## config.mk

```make
export PLATFORM = sky130hd
export DESIGN_NAME = gcd_arbiter
export DESIGN_NICKNAME = d
export VERILOG_FILES = /design/src/rtl/gcd_arbiter.sv
export SDC_FILE = /design/constraint.sdc
export NUM_CORES = 1
export LEC_CHECK = 0
export CORE_MARGIN = 1.5
export CORE_UTILIZATION = 30
export DETAILED_ROUTE_END_ITERATION = 7
export PLACE_DENSITY = 0.66
export SETUP_SLACK_MARGIN = 0.15
export SYNTH_ARGS = -nofsm -noshare
export SYNTH_HDL_FRONTEND = slang
export SYNTH_SLANG_ARGS = --single-unit
```

## constraint.sdc

```tcl
create_clock -name clk -period 3.8 [get_ports clk]
set_input_delay 0.76 -clock clk [delete_from_list [all_inputs] [get_ports clk]]
set_output_delay 0.76 -clock clk [all_outputs]
set_load 0.03 [all_outputs]
```

## src/rtl/gcd_arbiter.sv

```systemverilog
// gcd_arbiter: round-robin front end that shares one GCD core among N_REQ requesters with a completion watchdog
module gcd_arbiter #(
  parameter int N_REQ   = 4,
  parameter int WIDTH   = 8,
  parameter int TIMEOUT = 512
) (
  input  logic                   clk,
  input  logic                   reset,
  input  logic [N_REQ-1:0]       req_valid,
  input  logic [N_REQ*WIDTH-1:0] req_A,
  input  logic [N_REQ*WIDTH-1:0] req_B,
  output logic [N_REQ-1:0]       req_ready,
  output logic [N_REQ-1:0]       rsp_valid,
  output logic [WIDTH-1:0]       rsp_Result,
  output logic                   rsp_err,
  output logic                   core_start,
  output logic [WIDTH-1:0]       core_A,
  output logic [WIDTH-1:0]       core_B,
  input  logic [WIDTH-1:0]       core_Result,
  input  logic                   core_done,
  output logic                   busy
);
  localparam int GW = (N_REQ > 1) ? $clog2(N_REQ) : 1;
  localparam int CW = (TIMEOUT > 1) ? $clog2(TIMEOUT) : 1;
  typedef enum logic [1:0] {IDLE, ISSUE, WAIT, RESPOND} state_t;
  localparam logic [N_REQ-1:0] ONE = {{(N_REQ-1){1'b0}}, 1'b1};
  state_t state, nxt;
  logic [GW-1:0] ptr, grant, off, win;
  logic [GW:0] sum;
  logic [N_REQ-1:0] rot;
  logic [WIDTH-1:0] win_a, win_b;
  logic [CW-1:0] cnt;
  logic zero, timeout;
  // round-robin pick: rotate requests so ptr sits at bit 0, take the lowest set bit, rotate back
  always_comb begin
    rot = N_REQ'({req_valid, req_valid} >> ptr);
    off = '0;
    for (int k = N_REQ - 1; k >= 0; k--)
      if (rot[k]) off = GW'(k);
    sum = {1'b0, ptr} + {1'b0, off};
    win = (sum >= (GW+1)'(N_REQ)) ? GW'(sum - (GW+1)'(N_REQ)) : GW'(sum);
    win_a = WIDTH'(req_A >> (int'(win) * WIDTH));
    win_b = WIDTH'(req_B >> (int'(win) * WIDTH));
    zero = (win_a == '0) || (win_b == '0);
    timeout = (cnt == CW'(TIMEOUT - 1));
  end
  // next-state: zero operands bypass the core, done beats the watchdog in the same cycle
  always_comb begin
    nxt = state;
    case (state)
      IDLE:    nxt = !(|req_valid) ? IDLE : zero ? RESPOND : ISSUE;
      ISSUE:   nxt = WAIT;
      WAIT:    nxt = (core_done || timeout) ? RESPOND : WAIT;
      default: nxt = IDLE;
    endcase
  end
  // state register
  always_ff @(posedge clk or posedge reset)
    if (reset) state <= IDLE;
    else state <= nxt;
  // request capture, watchdog, result latch and pointer advance
  always_ff @(posedge clk or posedge reset)
    if (reset) begin
      ptr        <= '0;
      grant      <= '0;
      cnt        <= '0;
      req_ready  <= '0;
      rsp_Result <= '0;
      rsp_err    <= 1'b0;
      core_A     <= '0;
      core_B     <= '0;
    end else begin
      req_ready <= '0;
      case (state)
        IDLE:
          if (|req_valid) begin
            grant     <= win;
            core_A    <= win_a;
            core_B    <= win_b;
            req_ready <= ONE << win;
            if (zero) begin
              rsp_Result <= win_a | win_b;
              rsp_err    <= 1'b0;
            end
          end
        ISSUE: cnt <= '0;
        WAIT:
          if (core_done) begin
            rsp_Result <= core_Result;
            rsp_err    <= 1'b0;
          end else if (timeout) begin
            rsp_Result <= '0;
            rsp_err    <= 1'b1;
          end else cnt <= cnt + CW'(1);
        RESPOND: ptr <= (grant == GW'(N_REQ - 1)) ? '0 : grant + GW'(1);
      endcase
    end
  assign core_start = (state == ISSUE);
  assign busy       = (state != IDLE);
  assign rsp_valid  = (state == RESPOND) ? (ONE << grant) : '0;
endmodule

```

Clock distribution:
(3 px per um)
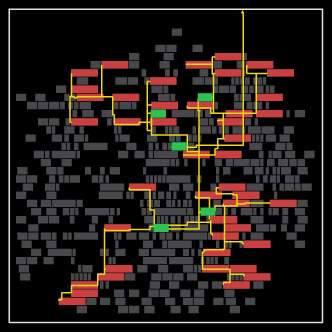
legend:
  clock wires:
    color: yellow
    length: 569 um
  clock drivers:
    color: green
    count: 5
  flip-flops:
    color: red
    count: 44
routed clock nets: 6
clk_skew: 0.00756 ns
clock group share of total power: 9.8%

Metal 4:
(4 px per um) Cells faint in the background.
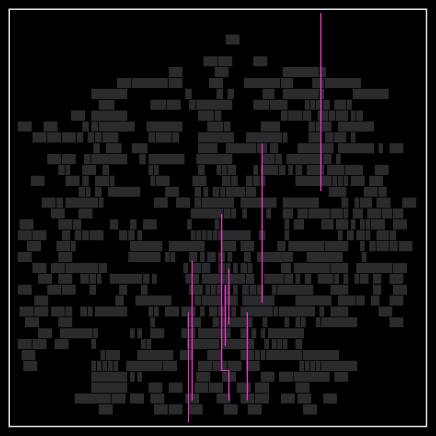
share of all routed wire: 2.5%
main direction: vertical
wire length on this layer: 244 um
nets with wire on the layer: 8
longest straight run: 44.2 um
DRT Wirelength: 9700 um
vias: 3009

Wiring by layer:
(4 px per um)
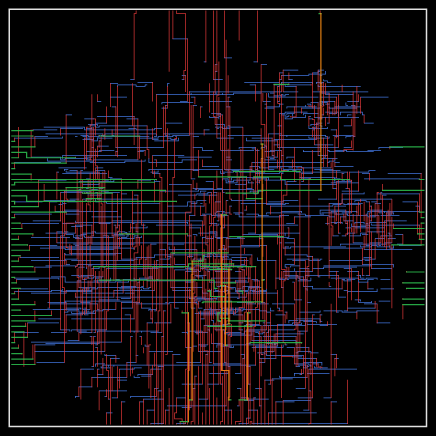
legend:
  metal 3:
    color: green
    wire_length: 715 um
  metal 1:
    color: blue
    wire_length: 3950 um
  metal 4:
    color: orange
    wire_length: 244 um
  metal 2:
    color: red
    wire_length: 4790 um
GRT Resource Usage Total: 18.4%
wire per inst: 16.7 um

==> GITHUB_STEP_SUMMARY <==
## PnR job results

| Metric | Value |
|---|---|
| MI comb area | 1860 um^2 |
| Top cells, area | dfrtp_1 36%, mux4_2 13%, nand2_1 9.0% |
| WP buf/inv | 2 |
| # setup viols final | 0 |
| Cell count along the critical path | 9 |
| Number of well taps | 133 |
| Leakage | 1.84 nW |
| Area growth, synth to finish | 45.2% |
| Comb. pwr | 2.49 mW |
| Utilization after layout | 45.2% |
| Gate count of the mapped netlist | 342 |
| Die Area | 10800 um^2 |
| Seq area share | 24.8% |
| Dpl hpwl | 7710 um |
| Largest Register | cnt |
| Cell with the most instances after synthesis | nand2_1 |
| Die W | 104 um |
| Clk. pwr | 357 uW |
| CTS buffer count | 5 |
| AO/OA Area Share | 10.0% |
| FP Util | 31.1% |
| FILL cells | 984 |
| #FFs+latches synth | 44 |
| Max-slew headroom | 38.7% |
| Clock buffer cells | 6 |
| Post-synth EDFFs | 0 |
| Cell family with most CP delay | multiplexers |
| GP Congestion | 0.946 |
| Flip-flops | 44 |
| CP max stage cell | mux4_2 |
| PostCTS Resize Cnt | 0 |
| Worst setup SP type | input pin |
| Cells on Worst Hold Path | 2 |
| Worst reg2reg path startpoint | ptr[0] |
| Clock transition at path regs | 0.08 ns |
| TritonCTS clock tree | yes |
| Met2 Usage GRT | 31.2% |
| Fin crit share | 88.0% |
| Met3 usage | 4.32% |
| Run status | completed |
| Diode count | 0 |
| DR top layer | met4 |
| H-tree levels | 2 |
| Post-route insts no fill | 582 |
Power figures rest on the tool's default switching activity, not on a simulated workload.
